**config.mk**
```make
export PLATFORM = sky130hd
export DESIGN_NAME = seg_scan_ctrl
export DESIGN_NICKNAME = d
export VERILOG_FILES = /design/src/rtl/seg_scan_ctrl.sv
export SDC_FILE = /design/constraint.sdc
export NUM_CORES = 1
export LEC_CHECK = 0
export ABC_AREA = 1
export CORE_MARGIN = 5
export CORE_UTILIZATION = 60
export CTS_CLUSTER_DIAMETER = 60
export DETAILED_ROUTE_END_ITERATION = 7
export PLACE_DENSITY_LB_ADDON = 0.2
export SYNTH_ARGS = -nofsm -noshare
export SYNTH_HDL_FRONTEND = slang
export SYNTH_SLANG_ARGS = --single-unit
```
**constraint.sdc**
```tcl
create_clock -name clk -period 3.9 [get_ports clk]
set_clock_uncertainty 0.05 [all_clocks]
set_input_delay 0.39 -clock clk [delete_from_list [all_inputs] [get_ports clk]]
set_output_delay 0.39 -clock clk [all_outputs]
set_load 0.02 [all_outputs]
```
**src/rtl/seg_scan_ctrl.sv**
```systemverilog
// Four-digit seven-segment scan controller with frame-aligned commit of staged values.
// Optional macro LEADING_ZERO_BLANK_EN blanks leading zero digits (digit 0 always lit).
module seg_scan_ctrl #(
  parameter int unsigned DIV = 50000,
  parameter int unsigned CW  = 20
) (
  input  logic        clk,
  input  logic        rst,
  input  logic        en,
  input  logic        load,
  input  logic [15:0] digits_in,
  input  logic [3:0]  dp_in,
  output logic [3:0]  an,
  output logic [3:0]  n,
  output logic        dp_n,
  output logic        pending,
  output logic        frame
);
  localparam logic [CW-1:0] CNT_MAX = CW'(DIV - 1);
  // {dp[3:0], digits[15:0]}, all decimal points off
  localparam logic [19:0] VAL_RST = {4'b1111, 16'h0000};

  logic [CW-1:0] cnt_q, cnt_d;
  logic [1:0]    idx_q, idx_d;
  logic [19:0]   stg_q, stg_d;
  logic [19:0]   shd_q, shd_d;
  logic          pend_q, pend_d;
  logic [3:0]    an_q, an_d;
  logic [3:0]    n_q, n_d;
  logic          dp_n_q, dp_n_d;
  logic          tick_s, wrap_s, blank_s, dp_s;
  logic [3:0]    nib_s;

  assign tick_s = en && (cnt_q == CNT_MAX);
  assign wrap_s = tick_s && (idx_q == 2'd3);

  // Select the nibble, DP and blanking decision for the digit in the current slot
  always_comb begin
    nib_s   = shd_q[3:0];
    dp_s    = shd_q[16];
    blank_s = 1'b0;
    case (idx_q)
      2'd0:    begin nib_s = shd_q[3:0];   dp_s = shd_q[16]; end
      2'd1:    begin nib_s = shd_q[7:4];   dp_s = shd_q[17]; end
      2'd2:    begin nib_s = shd_q[11:8];  dp_s = shd_q[18]; end
      2'd3:    begin nib_s = shd_q[15:12]; dp_s = shd_q[19]; end
      default: begin nib_s = shd_q[3:0];   dp_s = shd_q[16]; end
    endcase
`ifdef LEADING_ZERO_BLANK_EN
    case (idx_q)
      2'd3:    blank_s = (shd_q[15:12] == 4'h0);
      2'd2:    blank_s = (shd_q[15:8] == 8'h00);
      2'd1:    blank_s = (shd_q[15:4] == 12'h000);
      default: blank_s = 1'b0;
    endcase
`else
    blank_s = 1'b0;
`endif
  end

  // Next-state: prescaler/index, staging and commit, registered display outputs
  always_comb begin
    cnt_d  = cnt_q;
    idx_d  = idx_q;
    stg_d  = stg_q;
    shd_d  = shd_q;
    pend_d = pend_q;
    an_d   = an_q;
    n_d    = n_q;
    dp_n_d = dp_n_q;

    if (!en) begin
      cnt_d = {CW{1'b0}};
      idx_d = 2'd0;
    end else if (tick_s) begin
      cnt_d = {CW{1'b0}};
      idx_d = idx_q + 2'd1;
    end else begin
      cnt_d = cnt_q + {{(CW-1){1'b0}}, 1'b1};
    end

    // A load landing on the wrap bypasses staging so it is never held a whole frame
    if (load && wrap_s) begin
      shd_d  = {dp_in, digits_in};
      pend_d = 1'b0;
    end else if (load) begin
      stg_d  = {dp_in, digits_in};
      pend_d = 1'b1;
    end else if (wrap_s && pend_q) begin
      shd_d  = stg_q;
      pend_d = 1'b0;
    end else begin
      pend_d = pend_q;
    end

    if (!en) begin
      an_d   = 4'b1111;
      dp_n_d = 1'b1;
    end else if (blank_s) begin
      an_d   = 4'b1111;
      n_d    = nib_s;
      dp_n_d = 1'b1;
    end else begin
      an_d   = ~(4'b0001 << idx_q);
      n_d    = nib_s;
      dp_n_d = dp_s;
    end
  end

  // State and output registers with asynchronous reset
  always_ff @(posedge clk or posedge rst) begin
    if (rst) begin
      cnt_q  <= {CW{1'b0}};
      idx_q  <= 2'd0;
      stg_q  <= VAL_RST;
      shd_q  <= VAL_RST;
      pend_q <= 1'b0;
      an_q   <= 4'b1111;
      n_q    <= 4'h0;
      dp_n_q <= 1'b1;
    end else begin
      cnt_q  <= cnt_d;
      idx_q  <= idx_d;
      stg_q  <= stg_d;
      shd_q  <= shd_d;
      pend_q <= pend_d;
      an_q   <= an_d;
      n_q    <= n_d;
      dp_n_q <= dp_n_d;
    end
  end

  assign an      = an_q;
  assign n       = n_q;
  assign dp_n    = dp_n_q;
  assign pending = pend_q;
  assign frame   = wrap_s;
endmodule
```
**Run 1: M1 wires**

Bar = 20 um.
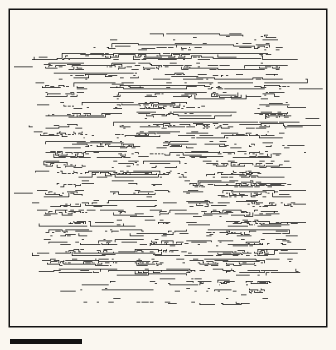
nets with wire on the layer = 504
wire length on this layer = 3,290 um
longest straight run = 40.0 um
main direction = horizontal
share of all routed wire = 42%

**Run 1: signal wires on met2**

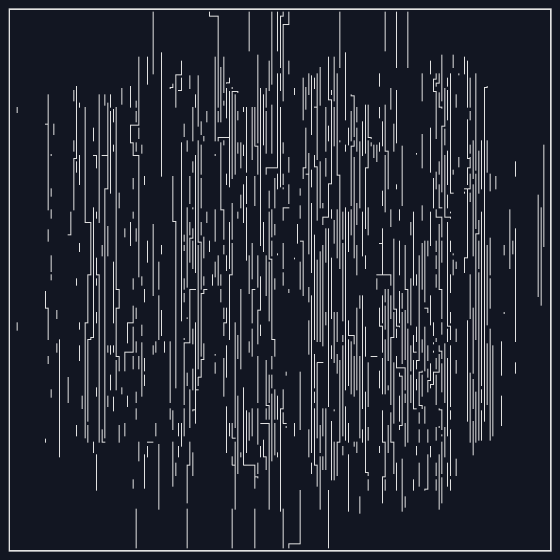
nets with wire on the layer = 421
wire length on this layer = 3,890 um
share of all routed wire = 50%

==> flow_metrics.py, run 1 <==
# Flow results
metrics = {
    "floorplan": {
        "ios": 35,
        "initCoreUtil_pct": 61.6,
    },
    "clocking": {
        "cts_buffer_depth": 2,
        "clk_latency_ns": 0.35,
        "cts-buffers-inserted": 9,
        "cts_setup_buffers": 0,
        "cts_tree": "built",
        "cts_root_buf": "clkbuf_8",
        "htree_levels": 3,
    },
    "worst_setup_path": {
        "worst-path-stages": 4,
        "timing.rr.start": "cnt_q[0]",
        "crit_type": "in2out",
        "crit_slowest_cell": "clkdlybuf4s50_1",
        "path_max_fanout": 12,
    },
    "yosys": {
        "mappedNetlistArea_um2": 3620,
        "ys_top_logic_family": "simple AND/OR/NAND/NOR gates",
        "ys_sh_adder_pct": 2.07,
        "ys_types": 24,
    },
    "route": {
        "drt_iter0_markers": 140,
        "highest_layer": "met4",
        "drt-pass1-iter-count": 5,
        "drc_errors": 0,
        "routedWlPerCell_um": 12.9,
        "drt_wl_total_mm": 7.77,
        "ant_nets": 0,
    },
    "global_routing": {
        "grt.busiest_layer": "met2",
        "globalRouteMet3Util_pct": 6.40,
        "grt_max_degree": 41,
    },
    "cells_and_area": {
        "layout.area.comb_um2": 1520,
        "lay_top_count": "nand2_1",
        "flops": 72,
        "nNetsFinal": 552,
        "sh_seq_area_pct": 43.2,
        "instances_no_fill": 602,
        "n_fill_cell": 473,
        "syn_to_final_growth_pct": 16.1,
    },
    "placement": {
        "detailed_place_hpwl_mm": 5.39,
        "gp_congestion": 0.855,
    },
    "sta": {
        "rsz0062_at_grt": "false",
        "slew_violations": 0,
        "period_used_pct": 72.8,
    },
    "power_and_ir_drop": {
        "power.density_nw_per_um2": 382,
        "p_total_mw": 1.61,
        "vdd_drop_max_v": 0.000303,
    },
    "job": {
        "warnings": 30,
        "cap_violations": 0,
    },
    "status": {
        "status": "finished clean",
    },
}
**Run 1: M3 wires**

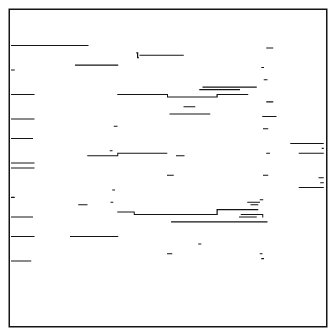
share of all routed wire = 4.4%
longest straight run = 26.4 um
nets with wire on the layer = 35
main direction = horizontal
wire length on this layer = 338 um

-- run 1: sequential cells by signal (all words and copies together) (netlist names) --
| name | count |
|---|---|
| stg_q | 20 |
| idx_q | 2 |
| an | 4 |
| n | 4 |
| dp_n | 1 |
| pending | 1 |
| cnt_q | 20 |
| shd_q | 20 |
-- run 1: where the power goes --
part | internal, mW | total, mW | switching [mW] | leakage, nW
logic | 0.0637 | 0.160 | 0.0960 | 1.19
registers | 0.782 | 0.799 | 0.0170 | 0.916
clock network | 0.378 | 0.647 | 0.269 | 0.108
total | 1.22 | 1.61 | 0.382 | 2.22
-- run 1: through the flow --
step           util, %  hold WS (ns)
6_report          71.4         0.270
5_1_grt           71.4         0.299
4_1_cts           71.4         0.270
3_5_place_dp      67.8         0.407
3_3_place_gp      67.8         0.398
2_1_floorplan        -         0.381
==> run 2, diff against run 1 <==
- CORE_UTILIZATION: 60 -> 51
- clock period: 3.9 -> 2.5 ns (I/O delays scaled with it)
==> run 2 against run 1 <==
Effect of this change:
- cell count increased by 4.2%
- total power increased by 46%
- routed wire length decreased by 3.3%
- critical path type is now reg2out
- core utilization decreased by 9.7 points
- die size increased by 16%
- critical path depth unchanged
- count of clock-buffer cells in the layout decreased by 3
- largest power group unchanged
- sequential power increased by 55%
- first-iteration DRC count decreased by 4.3%
- worst hold slack got worse by 0.031 ns
- combinational power increased by 59%
- via count decreased by 3.1%
- largest cell class unchanged
==> flow_metrics.py, run 2 <==
# Flow results
metrics = {
    "worst_setup_path": {
        "timing.rr.start": "cnt_q[0]",
        "crit_type": "reg2out",
        "crit_slowest_cell": "dfrtp_1",
    },
    "global_routing": {
        "grt_max_degree": 73,
    },
    "power_and_ir_drop": {
        "pwr-share-clk_pct": 35.8,
        "pwr.group.clock_uw": 838,
        "powerSeq_mw": 1.24,
        "p_total_mw": 2.34,
        "comb_power_share_pct": 10.9,
        "p_sw_uw": 624,
        "vdd_drop_max_v": 0.000296,
    },
    "clocking": {
        "cts_root_buf": "clkbuf_8",
        "cts_setup_buffers": 0,
        "clk_latency_ns": 0.35,
        "htree_levels": 3,
    },
    "route": {
        "routedWlPerCell_um": 12.0,
    },
    "sta": {
        "period_used_pct": 89.4,
        "slew_violations": 0,
    },
    "cells_and_area": {
        "n_fill_cell": 648,
        "layout.area.comb_um2": 1520,
        "lay_top_count": "nand2_1",
    },
    "floorplan": {
        "ios": 35,
        "initCoreUtil_pct": 52.8,
    },
    "job": {
        "cap_violations": 0,
    },
    "yosys": {
        "ys_types": 24,
    },
    "placement": {
        "gp_congestion": 0.842,
    },
    "status": {
        "status": "finished clean",
    },
}
run 2: cell counts after synthesis:
Identical to the previous run, type by type.
run 2: final cells by class:
cell class	instances	share of cell area, %
Sequential cell	72	42.9
Inverter	50	4.43
Clock buffer	10	3.25
Tap cell	96	2.83
Clock inverter	6	1.00
Timing Repair Buffer	42	9.71
Multi-Input combinational cell	351	35.9
run 2: cells by family after synthesis:
group	synth area share, %
AND-OR/OR-AND	2.31
AND/OR/NAND/NOR	35.4
XOR/XNOR	2.18
flip-flops	50.2
buffers and inverters	7.84
adder cells (fa/ha/maj)	2.07
run 2: metal layers:
metal / vias to the layer above / track usage, % / routed length (um)
met5: - / 0 / 0
met4: 0 / 7.82 / 141
met1: 1351 / 25.2 / 3610
li1: 1556 / - / -
met3: 11 / 3.13 / 302
met2: 52 / 30.3 / 3460
**Run 2: M3 wires**

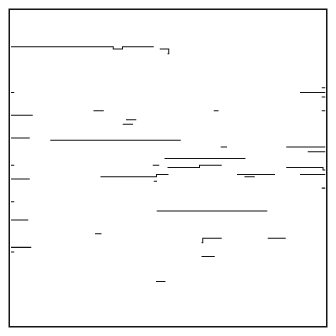
longest straight run = 38.6 um
main direction = horizontal
share of all routed wire = 4.0%
wire length on this layer = 303 um

**Run 2: signal wires on met2**

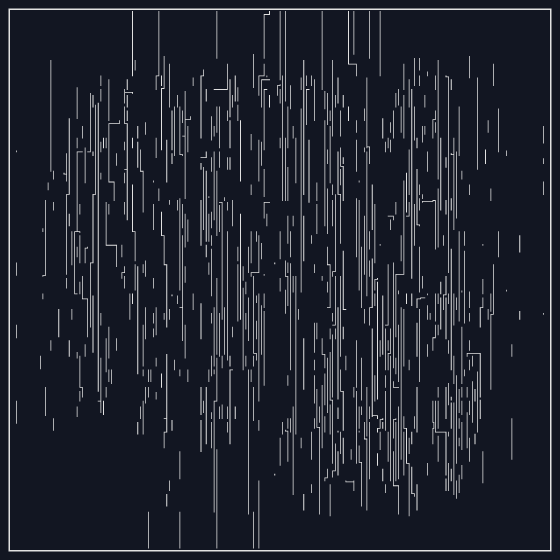
wire length on this layer = 3,460 um
share of all routed wire = 46%
main direction = vertical
longest straight run = 50.3 um

==> run 3, diff against run 2 <==
- HOLD_SLACK_MARGIN: unset -> 0.1
==> run 3 against run 2 <==
Effect of this change:
- combinational power hardly changed
- final area did not move
- flip-flop count is the same
- cell count did not move
- critical endpoint unchanged
- routed wire length stayed put
- synthesized cell count unchanged
- area after synthesis unchanged
- largest cell class unchanged
==> flow_metrics.py, run 3 <==
# Flow results
metrics = {
    "cells_and_area": {
        "lay_top_count": "nand2_1",
        "layout.area.comb_um2": 1520,
        "n_fill_cell": 648,
    },
    "yosys": {
        "yosys-stat-cells": 488,
        "ys_types": 24,
        "ys_ff": 72,
        "top_area_share_pct": 40.7,
        "ys_sh_aoi_pct": 2.31,
        "synthMuxAreaShare_pct": 0,
        "xor_area_share_pct": 2.18,
        "ys_sh_adder_pct": 2.07,
        "synth-simple-area-share_pct": 35.4,
    },
    "worst_setup_path": {
        "timing.rr.start": "cnt_q[0]",
        "worst-path-stages": 4,
        "crit_type": "reg2out",
        "crit_slowest_cell": "dfrtp_1",
    },
    "power_and_ir_drop": {
        "p_total_mw": 2.34,
        "p_sw_uw": 624,
        "powerSeq_mw": 1.24,
        "vdd_drop_max_v": 0.000296,
        "pwr-share-clk_pct": 35.8,
        "comb_power_share_pct": 10.9,
        "pwr.group.clock_uw": 838,
    },
    "clocking": {
        "htree_levels": 3,
        "cts_root_buf": "clkbuf_8",
        "clk_latency_ns": 0.35,
    },
    "sta": {
        "period_used_pct": 89.4,
        "slew_violations": 0,
    },
    "floorplan": {
        "initCoreUtil_pct": 52.8,
        "ios": 35,
    },
    "route": {
        "routedWlPerCell_um": 12.0,
        "viasPerCell": 4.74,
    },
    "job": {
        "cap_violations": 0,
    },
    "global_routing": {
        "grt_max_degree": 73,
    },
    "status": {
        "status": "finished clean",
    },
    "placement": {
        "postPlaceCellArea_um2": 4060,
    },
}
[run 3: cell counts after synthesis]
No cell type changed its count.
[run 3: routing by layer]
| metal | vias to the layer above | GRT usage [%] | part of all wire [%] |
|---|---|---|---|
| met1 | 1351 | 25.2 | 48 |
| met3 | 11 | 3.13 | 4.0 |
| li1 | 1556 | - | - |
| met5 | - | 0 | 0 |
| met4 | 0 | 7.82 | 1.9 |
| met2 | 52 | 30.3 | 46 |
[run 3: cell type report]
type	count	area share (%)
Clock buffer	10	3.25
Sequential cell	72	42.9
Clock inverter	6	1.00
Multi-Input combinational cell	351	35.9
Inverter	50	4.43
Tap cell	96	2.83
Timing Repair Buffer	42	9.71
[run 3: timing repair]
item | in CTS | in global routing
gates resized | 1 | 0
setup buffers | 0 | 0
endpoints found under the setup margin | 1 | 0
**Run 3: signal wires on met2**

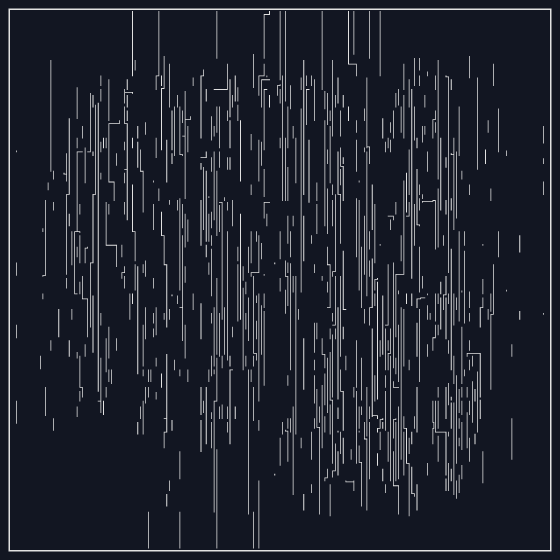
longest straight run = 50.3 um
wire length on this layer = 3,460 um
share of all routed wire = 46%
main direction = vertical

**Run 3: M3 wires**

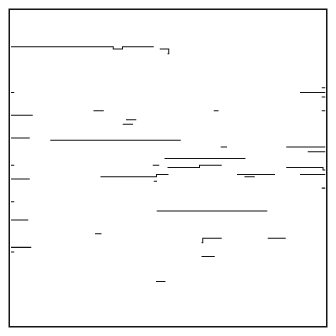
nets with wire on the layer = 31
wire length on this layer = 303 um
longest straight run = 38.6 um
main direction = horizontal


==> layout pictures side by side <==
Signal wires on met4.
image #1
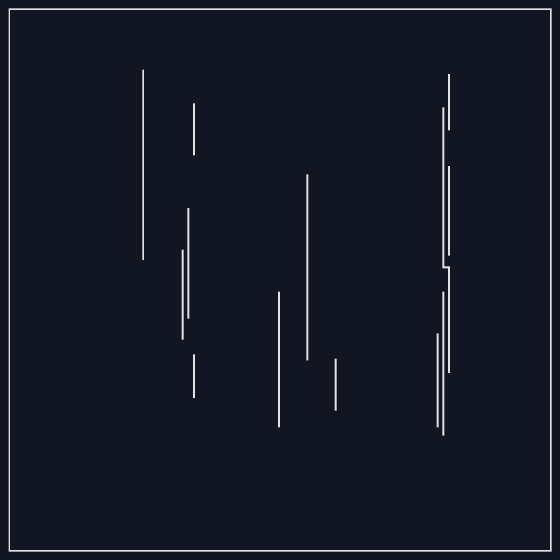
image #2
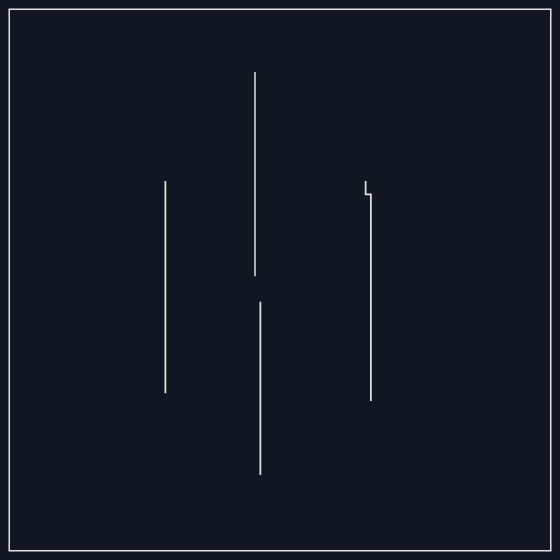
Image #1 is run 1.
Image #2 is run 2.

Key to image #2:
main direction = vertical
wire length on this layer = 141 um
longest straight run = 36.7 um
share of all routed wire = 1.9%

No activity file was given, so power comes from the tool's default toggle rates.
